## config.mk

```make
export PLATFORM = sky130hd
export DESIGN_NAME = pe_frame_scheduler_flat
export DESIGN_NICKNAME = d
export VERILOG_FILES = /design/src/rtl/pe_frame_scheduler_if.sv /design/src/rtl/pe_frame_scheduler.sv /design/src/flat_wrapper.sv
export SDC_FILE = /design/constraint.sdc
export NUM_CORES = 1
export LEC_CHECK = 0
export CORE_AREA = 2 2 185 142
export DETAILED_ROUTE_END_ITERATION = 10
export DIE_AREA = 0 0 187 144
export GPL_ROUTABILITY_DRIVEN = 0
export PLACE_DENSITY = 0.56
export RECOVER_POWER = 25
export REMOVE_ABC_BUFFERS = 1
export SLEW_MARGIN = 20
export SYNTH_ARGS = -nofsm -noshare
export SYNTH_HDL_FRONTEND = slang
export SYNTH_SLANG_ARGS = --single-unit
```

## constraint.sdc

```tcl
create_clock -name clk -period 3.25 [get_ports clk]
set_clock_uncertainty 0.05 [all_clocks]
set_input_delay 0.4875 -clock clk [delete_from_list [all_inputs] [get_ports clk]]
set_output_delay 0.4875 -clock clk [all_outputs]
set_load 0.005 [all_outputs]
```

## src/rtl/pe_frame_scheduler_if.sv

```systemverilog
// Host/engine-facing signal bundle of the frame scheduler.
// The master is the layer controller; the slave is pe_frame_scheduler.
interface pe_frame_scheduler_if #(
  parameter int unsigned W_SIZE       = 9,
  parameter int unsigned W_CHANNEL    = 9,
  parameter int unsigned W_FRAME_SIZE = 18,
  parameter int unsigned W_DELAY      = 8
);
  logic                    i_start;
  logic [W_SIZE-1:0]       i_width;
  logic [W_SIZE-1:0]       i_height;
  logic [W_CHANNEL-1:0]    i_q_channel;
  logic [W_DELAY-1:0]      i_hsync_delay;

  logic                    c_ctrl_data_run;
  logic                    c_ctrl_hsync_run;
  logic [W_SIZE-1:0]       c_row;
  logic [W_SIZE-1:0]       c_col;
  logic [W_CHANNEL-1:0]    c_chn;
  logic [W_FRAME_SIZE-1:0] c_data_count;
  logic                    c_end_frame;
  logic                    c_is_first_row;
  logic                    c_is_last_row;
  logic                    c_is_first_col;
  logic                    c_is_last_col;
  logic                    o_busy;
  logic                    o_done;

  modport master (
    output i_start, i_width, i_height, i_q_channel, i_hsync_delay,
    input  c_ctrl_data_run, c_ctrl_hsync_run, c_row, c_col, c_chn, c_data_count,
           c_end_frame, c_is_first_row, c_is_last_row, c_is_first_col, c_is_last_col,
           o_busy, o_done
  );

  modport slave (
    input  i_start, i_width, i_height, i_q_channel, i_hsync_delay,
    output c_ctrl_data_run, c_ctrl_hsync_run, c_row, c_col, c_chn, c_data_count,
           c_end_frame, c_is_first_row, c_is_last_row, c_is_first_col, c_is_last_col,
           o_busy, o_done
  );
endinterface

```

## src/rtl/pe_frame_scheduler.sv

```systemverilog
// Frame-scan controller: walks row -> channel tile -> column for one layer,
// inserting an hsync gap before every column sweep. Outputs are a register stage behind the FSM.
module pe_frame_scheduler #(
  parameter int unsigned W_SIZE       = 9,
  parameter int unsigned W_CHANNEL    = 9,
  parameter int unsigned W_FRAME_SIZE = 18,
  parameter int unsigned W_DELAY      = 8
) (
  input logic clk,
  input logic rstn,
  pe_frame_scheduler_if.slave bus
);
  typedef enum logic [1:0] {IDLE = 2'd0, HSYNC = 2'd1, DATA = 2'd2, DONE = 2'd3} state_t;

  state_t                  state, state_nxt;
  logic [W_SIZE-1:0]       row, row_nxt, col, col_nxt;
  logic [W_CHANNEL-1:0]    chn, chn_nxt;
  logic [W_DELAY-1:0]      gap, gap_nxt;
  logic [W_FRAME_SIZE-1:0] dcnt, dcnt_nxt;
  logic [W_SIZE-1:0]       cfg_w, cfg_w_nxt, cfg_h, cfg_h_nxt;
  logic [W_CHANNEL-1:0]    cfg_q, cfg_q_nxt;
  logic [W_DELAY-1:0]      cfg_d, cfg_d_nxt;
  logic                    last_col, last_chn, last_row, accept;

  // Next-state and counter logic
  always_comb begin
    last_col  = (col == cfg_w - W_SIZE'(1));
    last_chn  = (chn == cfg_q - W_CHANNEL'(1));
    last_row  = (row == cfg_h - W_SIZE'(1));
    // o_done high means the DONE cycle is visible to the host; a start there is dropped
    accept    = bus.i_start && !bus.o_done && (bus.i_width != '0) &&
                (bus.i_height != '0) && (bus.i_q_channel != '0);
    state_nxt = state;
    row_nxt   = row;
    col_nxt   = col;
    chn_nxt   = chn;
    gap_nxt   = gap;
    dcnt_nxt  = dcnt;
    cfg_w_nxt = cfg_w;
    cfg_h_nxt = cfg_h;
    cfg_q_nxt = cfg_q;
    cfg_d_nxt = cfg_d;
    case (state)
      IDLE: begin
        if (accept) begin
          cfg_w_nxt = bus.i_width;
          cfg_h_nxt = bus.i_height;
          cfg_q_nxt = bus.i_q_channel;
          cfg_d_nxt = bus.i_hsync_delay;
          row_nxt   = '0;
          col_nxt   = '0;
          chn_nxt   = '0;
          gap_nxt   = '0;
          dcnt_nxt  = '0;
          state_nxt = (bus.i_hsync_delay == '0) ? DATA : HSYNC;
        end
      end
      HSYNC: begin
        if (gap == cfg_d - W_DELAY'(1)) begin
          gap_nxt   = '0;
          state_nxt = DATA;
        end else begin
          gap_nxt = gap + W_DELAY'(1);
        end
      end
      DATA: begin
        dcnt_nxt = dcnt + W_FRAME_SIZE'(1);
        if (last_col) begin
          col_nxt = '0;
          if (last_chn) begin
            chn_nxt = '0;
            row_nxt = row + W_SIZE'(1);
          end else begin
            chn_nxt = chn + W_CHANNEL'(1);
          end
          if (last_row && last_chn) state_nxt = DONE;
          else                      state_nxt = (cfg_d == '0) ? DATA : HSYNC;
        end else begin
          col_nxt = col + W_SIZE'(1);
        end
      end
      DONE: begin
        row_nxt   = '0;
        col_nxt   = '0;
        chn_nxt   = '0;
        dcnt_nxt  = '0;
        state_nxt = IDLE;
      end
      default: state_nxt = IDLE;
    endcase
  end

  always_ff @(posedge clk or negedge rstn) begin
    if (!rstn) begin
      state <= IDLE;
      row   <= '0;
      col   <= '0;
      chn   <= '0;
      gap   <= '0;
      dcnt  <= '0;
      cfg_w <= '0;
      cfg_h <= '0;
      cfg_q <= '0;
      cfg_d <= '0;
    end else begin
      state <= state_nxt;
      row   <= row_nxt;
      col   <= col_nxt;
      chn   <= chn_nxt;
      gap   <= gap_nxt;
      dcnt  <= dcnt_nxt;
      cfg_w <= cfg_w_nxt;
      cfg_h <= cfg_h_nxt;
      cfg_q <= cfg_q_nxt;
      cfg_d <= cfg_d_nxt;
    end
  end

  // Registered engine controls decoded from the current state and counters
  always_ff @(posedge clk or negedge rstn) begin
    if (!rstn) begin
      bus.c_ctrl_data_run  <= 1'b0;
      bus.c_ctrl_hsync_run <= 1'b0;
      bus.c_row            <= '0;
      bus.c_col            <= '0;
      bus.c_chn            <= '0;
      bus.c_data_count     <= '0;
      bus.c_end_frame      <= 1'b0;
      bus.c_is_first_row   <= 1'b0;
      bus.c_is_last_row    <= 1'b0;
      bus.c_is_first_col   <= 1'b0;
      bus.c_is_last_col    <= 1'b0;
      bus.o_busy           <= 1'b0;
      bus.o_done           <= 1'b0;
    end else begin
      bus.c_ctrl_data_run  <= (state == DATA);
      bus.c_ctrl_hsync_run <= (state == HSYNC);
      bus.o_busy           <= (state == DATA) || (state == HSYNC);
      bus.o_done           <= (state == DONE);
      bus.c_row            <= ((state == DATA) || (state == HSYNC)) ? row : '0;
      bus.c_chn            <= ((state == DATA) || (state == HSYNC)) ? chn : '0;
      bus.c_col            <= (state == DATA) ? col : '0;
      bus.c_end_frame      <= (state == DATA) && last_row && last_chn && last_col;
      bus.c_is_first_row   <= (state == DATA) && (row == '0);
      bus.c_is_last_row    <= (state == DATA) && last_row;
      bus.c_is_first_col   <= (state == DATA) && (col == '0);
      bus.c_is_last_col    <= (state == DATA) && last_col;
      // beat index holds through hsync gaps, clears outside a frame
      if (state == DATA)                        bus.c_data_count <= dcnt;
      else if ((state == IDLE) || (state == DONE)) bus.c_data_count <= '0;
    end
  end
endmodule

```

## src/flat_wrapper.sv

```systemverilog
// flat-port wrapper written by rule: the top's interface ports become plain ports
module pe_frame_scheduler_flat 
#(
  parameter int unsigned W_SIZE       = 9,
  parameter int unsigned W_CHANNEL    = 9,
  parameter int unsigned W_FRAME_SIZE = 18,
  parameter int unsigned W_DELAY      = 8
)
  (clk, rstn, bus_i_start, bus_i_width, bus_i_height, bus_i_q_channel, bus_i_hsync_delay, bus_c_ctrl_data_run, bus_c_ctrl_hsync_run, bus_c_row, bus_c_col, bus_c_chn, bus_c_data_count, bus_c_end_frame, bus_c_is_first_row, bus_c_is_last_row, bus_c_is_first_col, bus_c_is_last_col, bus_o_busy, bus_o_done);
  pe_frame_scheduler_if #(.W_SIZE(W_SIZE), .W_CHANNEL(W_CHANNEL), .W_FRAME_SIZE(W_FRAME_SIZE), .W_DELAY(W_DELAY)) bus_i ();
  input logic clk;
  input logic rstn;
  input wire logic [$bits(bus_i.i_start)-1:0] bus_i_start;
  input wire logic [$bits(bus_i.i_width)-1:0] bus_i_width;
  input wire logic [$bits(bus_i.i_height)-1:0] bus_i_height;
  input wire logic [$bits(bus_i.i_q_channel)-1:0] bus_i_q_channel;
  input wire logic [$bits(bus_i.i_hsync_delay)-1:0] bus_i_hsync_delay;
  output wire logic [$bits(bus_i.c_ctrl_data_run)-1:0] bus_c_ctrl_data_run;
  output wire logic [$bits(bus_i.c_ctrl_hsync_run)-1:0] bus_c_ctrl_hsync_run;
  output wire logic [$bits(bus_i.c_row)-1:0] bus_c_row;
  output wire logic [$bits(bus_i.c_col)-1:0] bus_c_col;
  output wire logic [$bits(bus_i.c_chn)-1:0] bus_c_chn;
  output wire logic [$bits(bus_i.c_data_count)-1:0] bus_c_data_count;
  output wire logic [$bits(bus_i.c_end_frame)-1:0] bus_c_end_frame;
  output wire logic [$bits(bus_i.c_is_first_row)-1:0] bus_c_is_first_row;
  output wire logic [$bits(bus_i.c_is_last_row)-1:0] bus_c_is_last_row;
  output wire logic [$bits(bus_i.c_is_first_col)-1:0] bus_c_is_first_col;
  output wire logic [$bits(bus_i.c_is_last_col)-1:0] bus_c_is_last_col;
  output wire logic [$bits(bus_i.o_busy)-1:0] bus_o_busy;
  output wire logic [$bits(bus_i.o_done)-1:0] bus_o_done;
  assign bus_i.i_start = bus_i_start;
  assign bus_i.i_width = bus_i_width;
  assign bus_i.i_height = bus_i_height;
  assign bus_i.i_q_channel = bus_i_q_channel;
  assign bus_i.i_hsync_delay = bus_i_hsync_delay;
  assign bus_c_ctrl_data_run = bus_i.c_ctrl_data_run;
  assign bus_c_ctrl_hsync_run = bus_i.c_ctrl_hsync_run;
  assign bus_c_row = bus_i.c_row;
  assign bus_c_col = bus_i.c_col;
  assign bus_c_chn = bus_i.c_chn;
  assign bus_c_data_count = bus_i.c_data_count;
  assign bus_c_end_frame = bus_i.c_end_frame;
  assign bus_c_is_first_row = bus_i.c_is_first_row;
  assign bus_c_is_last_row = bus_i.c_is_last_row;
  assign bus_c_is_first_col = bus_i.c_is_first_col;
  assign bus_c_is_last_col = bus_i.c_is_last_col;
  assign bus_o_busy = bus_i.o_busy;
  assign bus_o_done = bus_i.o_done;
  pe_frame_scheduler #(.W_SIZE(W_SIZE), .W_CHANNEL(W_CHANNEL), .W_FRAME_SIZE(W_FRAME_SIZE), .W_DELAY(W_DELAY)) u_core (.clk(clk), .rstn(rstn), .bus(bus_i));
endmodule
```

==> README.md <==
| Quantity | This run |
|:---|:---|
| Number of nets in the final layout | 883 |
| Share of cells above drive strength 1 | 12.1% |
| Dominant register cell | sky130_fd_sc_hd__dfrtp_1 |
| Number of buffers inserted by hold repair at cts | 1 |
| Dominant comb cell | simple AND/OR/NAND/NOR gates |
| Number of input and output port buffers inserted | 91 |
| Floorplan Utilization | 29.3% |
| Proportion of synthesized flip-flops having asynchronous set or reset | 100% |
| Fraction of power consumed by the clock network | 30.9% |
| Static leakage power | 3.98 nW |
| Synth Register Bits | 144 |
| Maximum fanout along the worst path | 20 |
| Violation count after the first detailed-route iteration | 392 |
| Syn avg cell area | 10.1 um^2 |
| Start point of the worst min-delay path | u_core.bus.c_data_count[8] |
| Placed instance area | 8780 um^2 |
| Most frequent logic cell in the layout | sky130_fd_sc_hd__dfrtp_1 |
| Peak ir drop on the vdd network | 402 uV |
| Area used by multi-input combinational logic | 3600 um^2 |
| Number of max-slew violations in the final report | 0 |
| Met1 global-route usage | 20.9% |
| Worst-path clk slew | 0.06 ns |
| Layout clock buffer count | 19 |
| Startpoint type of the worst setup path | register |
| Detailed-route vias per instance | 4.86 |
| Gate count after technology mapping | 734 |
| Result of the run | complete, no violations |
| Worst-path cell chain | inv_1 -> ha_1 -> nor3b_1 -> o211ai_1 -> a311o_1 -> a221oi_4 -> o21ai_2 -> or4_1 -> a21oi_1 |
| Combinational Power | 2.49 mW |
| Critical path data required time | 3.55 ns |
| Yosys simple share | 22.2% |
| Total negative slack | 0 ns |
| Clk root buf | sky130_fd_sc_hd__clkbuf_16 |
-- worst max path at each step --
stage	startpoint	to	cells past startpoint
2_1_floorplan	bus_i_width[7]	u_core.gap[3]	6
3_3_place_gp	bus_i_width[8]	u_core.dcnt[7]	9
3_5_place_dp	bus_i_width[8]	u_core.dcnt[7]	9
4_1_cts	u_core.cfg_w[0]	u_core.row[3]	9
5_1_grt	u_core.cfg_w[0]	u_core.row[4]	9
6_report	u_core.cfg_w[0]	u_core.row[3]	9
-- metrics by stage --
stage | util (%) | setup WS [ns]
4_1_cts | 37.3 | 0.255
2_1_floorplan | - | 0.198
3_5_place_dp | 34.7 | 0.166
6_report | 37.3 | 0.226
5_1_grt | 37.3 | 0.00955
3_3_place_gp | 34.7 | 0.201
Cell placement:
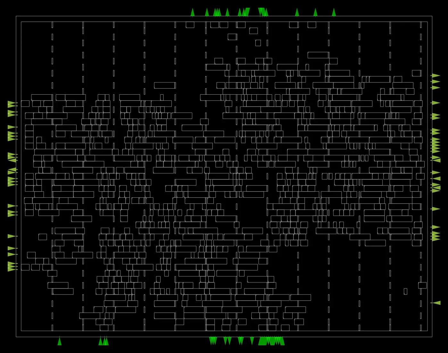
FILL cells: 2524
utilization after layout: 37.3%
sequential cell count: 144
Core Rows: 51
post-layout instance count excluding filler cells: 1186

Drive-strength map:
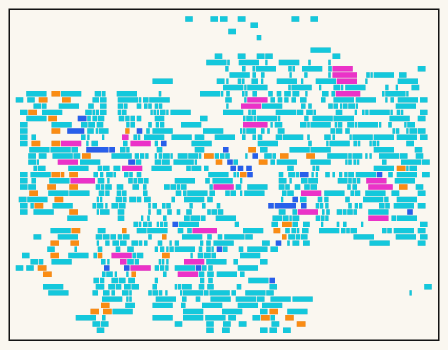
[x6 and larger] magenta | cells: 25 | share: 3.0%
[x1 and smaller] cyan | cells: 740 | share: 88%
[x2] orange | cells: 49 | share: 5.8%
[x3 and x4] blue | cells: 28 | share: 3.3%

Power is estimated from default activity; no workload was simulated.
